$ cat src/rtl/mem_cmd_sequencer_if.sv
// Host/loader request, write-data stream, RAM command word and read-return stream
// for the memory command sequencer.
interface mem_cmd_sequencer_if #(
  parameter int BANK_W = 10,
  parameter int ADDR_W = 20,
  parameter int DATA_W = 16,
  parameter int CNT_W  = 21
);
  logic              start;
  logic              mode;
  logic [BANK_W-1:0] bank;
  logic [ADDR_W-1:0] base_addr;
  logic [CNT_W-1:0]  count;
  logic              busy;
  logic              done;
  logic              s_valid;
  logic [DATA_W-1:0] s_data;
  logic              s_ready;
  logic [31:0]       cmd_address;
  logic [31:0]       cmd_data;
  logic [DATA_W-1:0] q;
  logic              r_valid;
  logic [DATA_W-1:0] r_data;

  modport master (
    input  start, mode, bank, base_addr, count, s_valid, s_data, q,
    output busy, done, s_ready, cmd_address, cmd_data, r_valid, r_data
  );

  modport slave (
    output start, mode, bank, base_addr, count, s_valid, s_data, q,
    input  busy, done, s_ready, cmd_address, cmd_data, r_valid, r_data
  );
endinterface

$ cat src/rtl/mem_cmd_sequencer.sv
// Turns a (bank, base, count) block request into one RAM command word per cycle,
// streaming write data in or returning read data as a valid-tagged stream.
module mem_cmd_sequencer #(
  parameter int BANK_W = 10,
  parameter int ADDR_W = 20,
  parameter int DATA_W = 16,
  parameter int CNT_W  = 21,
  parameter int RD_LAT = 2
) (
  input logic                clk,
  input logic                reset,
  mem_cmd_sequencer_if.master bus
);
  typedef enum logic [2:0] {IDLE, WRITE, READ, DRAIN, FINISH} state_t;

  state_t            state;
  logic [BANK_W-1:0] bank_q;
  logic [ADDR_W-1:0] base_q;
  logic [CNT_W-1:0]  cnt_q;
  logic [CNT_W-1:0]  idx;
  logic [RD_LAT:0]   vld_pipe;
  logic [ADDR_W-1:0] addr_cur;
  logic              last;

  // Truncation to ADDR_W gives the modulo wrap at the top of the bank.
  assign addr_cur    = base_q + idx[ADDR_W-1:0];
  assign last        = (idx == cnt_q - 1'b1);
  assign bus.s_ready = (state == WRITE);

  always_ff @(posedge clk or posedge reset) begin
    if (reset) begin
      state           <= IDLE;
      bank_q          <= '0;
      base_q          <= '0;
      cnt_q           <= '0;
      idx             <= '0;
      vld_pipe        <= '0;
      bus.busy        <= 1'b0;
      bus.done        <= 1'b0;
      bus.cmd_address <= '0;
      bus.cmd_data    <= '0;
      bus.r_valid     <= 1'b0;
      bus.r_data      <= '0;
    end else begin
      bus.done    <= 1'b0;
      // Bit RD_LAT marks a command whose RAM data is on q this cycle.
      bus.r_valid <= vld_pipe[RD_LAT];
      if (vld_pipe[RD_LAT]) bus.r_data <= bus.q;
      vld_pipe <= {vld_pipe[RD_LAT-1:0], 1'b0};

      case (state)
        IDLE: begin
          bus.cmd_address[30] <= 1'b0;
          if (bus.start) begin
            bank_q   <= bus.bank;
            base_q   <= bus.base_addr;
            cnt_q    <= bus.count;
            idx      <= '0;
            bus.busy <= 1'b1;
            if (bus.count == '0) state <= FINISH;
            else                 state <= bus.mode ? READ : WRITE;
          end
        end
        WRITE: begin
          // A bubble still presents the current address, just with we low.
          bus.cmd_address <= {1'b0, bus.s_valid, bank_q, addr_cur};
          if (bus.s_valid) begin
            bus.cmd_data <= {{(32-DATA_W){1'b0}}, bus.s_data};
            idx          <= idx + 1'b1;
            if (last) state <= FINISH;
          end
        end
        READ: begin
          bus.cmd_address <= {1'b0, 1'b0, bank_q, addr_cur};
          vld_pipe        <= {vld_pipe[RD_LAT-1:0], 1'b1};
          idx             <= idx + 1'b1;
          if (last) state <= DRAIN;
        end
        DRAIN: begin
          bus.cmd_address[30] <= 1'b0;
          // Leave once only the final beat is left to emerge this edge.
          if (vld_pipe[RD_LAT-1:0] == '0) state <= FINISH;
        end
        FINISH: begin
          bus.cmd_address[30] <= 1'b0;
          bus.done            <= 1'b1;
          bus.busy            <= 1'b0;
          state               <= IDLE;
        end
        default: state <= IDLE;
      endcase
    end
  end
endmodule

$ cat src/flat_wrapper.sv
// flat-port wrapper written by rule: the top's interface ports become plain ports
module mem_cmd_sequencer_flat 
#(
  parameter int BANK_W = 10,
  parameter int ADDR_W = 20,
  parameter int DATA_W = 16,
  parameter int CNT_W  = 21,
  parameter int RD_LAT = 2
)
  (clk, reset, bus_start, bus_mode, bus_bank, bus_base_addr, bus_count, bus_s_valid, bus_s_data, bus_q, bus_busy, bus_done, bus_s_ready, bus_cmd_address, bus_cmd_data, bus_r_valid, bus_r_data);
  mem_cmd_sequencer_if #(.BANK_W(BANK_W), .ADDR_W(ADDR_W), .DATA_W(DATA_W), .CNT_W(CNT_W)) bus_i ();
  input logic clk;
  input logic reset;
  input wire logic [$bits(bus_i.start)-1:0] bus_start;
  input wire logic [$bits(bus_i.mode)-1:0] bus_mode;
  input wire logic [$bits(bus_i.bank)-1:0] bus_bank;
  input wire logic [$bits(bus_i.base_addr)-1:0] bus_base_addr;
  input wire logic [$bits(bus_i.count)-1:0] bus_count;
  input wire logic [$bits(bus_i.s_valid)-1:0] bus_s_valid;
  input wire logic [$bits(bus_i.s_data)-1:0] bus_s_data;
  input wire logic [$bits(bus_i.q)-1:0] bus_q;
  output wire logic [$bits(bus_i.busy)-1:0] bus_busy;
  output wire logic [$bits(bus_i.done)-1:0] bus_done;
  output wire logic [$bits(bus_i.s_ready)-1:0] bus_s_ready;
  output wire logic [$bits(bus_i.cmd_address)-1:0] bus_cmd_address;
  output wire logic [$bits(bus_i.cmd_data)-1:0] bus_cmd_data;
  output wire logic [$bits(bus_i.r_valid)-1:0] bus_r_valid;
  output wire logic [$bits(bus_i.r_data)-1:0] bus_r_data;
  assign bus_i.start = bus_start;
  assign bus_i.mode = bus_mode;
  assign bus_i.bank = bus_bank;
  assign bus_i.base_addr = bus_base_addr;
  assign bus_i.count = bus_count;
  assign bus_i.s_valid = bus_s_valid;
  assign bus_i.s_data = bus_s_data;
  assign bus_i.q = bus_q;
  assign bus_busy = bus_i.busy;
  assign bus_done = bus_i.done;
  assign bus_s_ready = bus_i.s_ready;
  assign bus_cmd_address = bus_i.cmd_address;
  assign bus_cmd_data = bus_i.cmd_data;
  assign bus_r_valid = bus_i.r_valid;
  assign bus_r_data = bus_i.r_data;
  mem_cmd_sequencer #(.BANK_W(BANK_W), .ADDR_W(ADDR_W), .DATA_W(DATA_W), .CNT_W(CNT_W), .RD_LAT(RD_LAT)) u_core (.clk(clk), .reset(reset), .bus(bus_i));
endmodule
$ cat config.mk
export PLATFORM = sky130hd
export DESIGN_NAME = mem_cmd_sequencer_flat
export DESIGN_NICKNAME = d
export VERILOG_FILES = /design/src/rtl/mem_cmd_sequencer_if.sv /design/src/rtl/mem_cmd_sequencer.sv /design/src/flat_wrapper.sv
export SDC_FILE = /design/constraint.sdc
export NUM_CORES = 1
export LEC_CHECK = 0
export ABC_AREA = 1
export CORE_ASPECT_RATIO = 1.75
export CORE_MARGIN = 3
export CORE_UTILIZATION = 25
export CTS_CLUSTER_SIZE = 24
export DETAILED_ROUTE_END_ITERATION = 12
export GPL_TIMING_DRIVEN = 0
export PLACE_DENSITY = 0.57
export SYNTH_ARGS = -nofsm -noshare
export SYNTH_HDL_FRONTEND = slang
export SYNTH_SLANG_ARGS = --single-unit
$ cat constraint.sdc
create_clock -name clk -period 8.8 [get_ports clk]
set_clock_uncertainty 0.15 [all_clocks]
set_input_delay 0.88 -clock clk [delete_from_list [all_inputs] [get_ports clk]]
set_output_delay 0.88 -clock clk [all_outputs]
set_load 0.05 [all_outputs]
Where the registers sit:
(2 px per um) Other sequential cells in the stronger grey, the rest of the logic in the fainter grey.
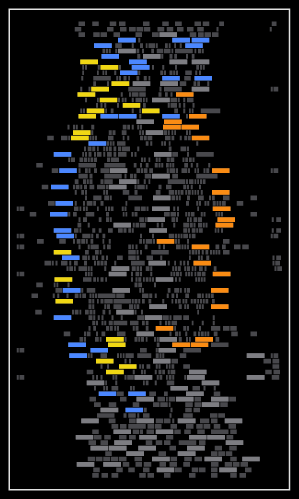
u_core.bus.cmd_address: in blue, sequential cells 31. u_core.base_q: in yellow, sequential cells 20. u_core.cnt_q: in orange, sequential cells 21.
Another 72 sequential cells are not coloured.

==> out/metrics.yaml <==
clk_path_buf_depth: 2
synth-edff-count: 0
layout.area.top_class: "combinational gates"
fp.coreArea_um2: 30400
comb_area_share: 0.350
setup_slack_ns: 5.71
nWellTaps: 387
cts_tree: "done"
drive_gt1_frac: 0.107
hold_path_startpoint: "u_core.vld_pipe[2]"
endpoint_kind: "output port"
worst-endpoint-arrival_ns: 2.06
die.size.y_um: 239
post_synth_main_area_contributors: "dfrtp_1 46%, nand2_1 13%, mux2_2 4.6%"
synth_cell_types: 46
power.sequential.total_uw: 1150
std_cell_rows: 84
status: "complete, no violations"
cts_hold_buffers: 0
yosys_warnings: 0
h-tree-depth: 4
placedInstanceArea_um2: 9900
final.fill_count: 3145
multi_input_comb_area_um2: 3660
port_buffers: 154
pg_clk_uw: 721
netSwitchingPower_uw: 1880
dr.pass1.iters: 5
finalWirelength_mm: 24.1
reg2reg_setup_slack_ns: 6.07
critical_path.slowest_cell: "clkdlybuf4s50_1"
final_max_slew_viol_count: 0
post_synth_instance_area_um2: 7790
dpl.cell_count: 1507
grt_start_max_net_pins: 92
post_drt_wl_per_cell_um: 15.7
grt_overflow_total: 0
ys_cells: 949
layout.nonclk_buf_frac: 0.170
route.detailed.vias_per_inst: 4.46
worst_path_largest_cell_delay_ns: 0.87
crit_path_cell_trace: "nor3_2 > clkdlybuf4s50_1"
layout.non_clock_inverters: 95
critPathLaunch: "u_core.state[2]"
dieWidth_um: 139
synth.ff_latch_count: 144
floorplanUtilization: 0.256
seq-cell-share: 0.344
final_layout_top_logic_cell: "nand2_1"
final_cell_mix: "269 x nand2_1, 154 x clkdlybuf4s50_1, 144 x dfrtp_1"
achievable-frequency_mhz: 324
final_cells: 1539
total_negative_slack_for_setup_checks_ns: 0
antenna_violating_nets_remaining: 0
seq_cell_count: 144
postCtsSetupRepairBufs: 0
clkbuf_count: 25
number_of_global_route_vias_before_repair: 7095
numClockSinks: 144
required_ns: 7.77
setup_repair_after_global_routing_missed_its_margin: "false"
die_area_um2: 33400
min_path_type: "reg -> reg"
Routing congestion map:
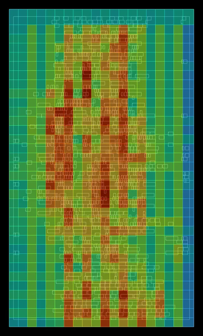
GRT met2 Usage: 0.288
Final Util: 0.345

==> synth_stat cells, drive strengths merged, types with 3 or more instances <==
master and instances:
nor4 8, nand3 32, o21a 3, dfrtp 144
nor2 90, inv 91, xnor2 4, ha 21
o31ai 6, o21ai 69, xor2 17, nor3 18
a31oi 15, clkbuf 16, a21oi 36, nand3b 5
nand4 19, mux2 32, nand2 275, buf 24
clkinv 4, or2 8
==> path summary, 6_finish.rpt <==
path / end / cells after the start
min: u_core.bus.r_valid / 0
max in group asynchronous: u_core.bus.cmd_data[4] / 3
min in group asynchronous: u_core.bus.cmd_address[28] / 2
max reg2reg: u_core.bus.cmd_address[14] / 13
max: bus_s_ready / 2
min reg2reg: u_core.bus.r_valid / 0
==> state kept, by name, summed over array words and instances, names as in the netlist <==
name / flops
u_core.cnt_q: 21
u_core.vld_pipe: 3
u_core.bus.done: 1
u_core.base_q: 20
u_core.state: 3
u_core.idx: 21
u_core.bus.cmd_address: 31
u_core.bus.r_data: 16
u_core.bus.cmd_data: 16
u_core.bank_q: 10
u_core.bus.busy: 1
u_core.bus.r_valid: 1
==> kinds of logic (layout without fill, tap and decap cells) <==
| logic type | after synthesis | after routing | share of synthesized area |
|---|---|---|---|
| AOI/OAI and AO/OA | 136 | 136 | 0.0956 |
| other | 1 | 18 | 0.000482 |
| and+or+nand+nor | 458 | 458 | 0.261 |
| muxes | 32 | 32 | 0.0463 |
| adders and majority gates | 22 | 22 | 0.0363 |
| DFF | 144 | 144 | 0.463 |
| buffers and inverters | 135 | 321 | 0.0742 |
| xor gates and xnor gates | 21 | 21 | 0.0236 |
==> layer usage <==
metal	wire (um)	track usage	vias up
li1	-	-	3452
met1	8520	0.144	3243
met2	13800	0.288	137
met3	904	0.0302	36
met4	939	0.0745	0
met5	0	0	-
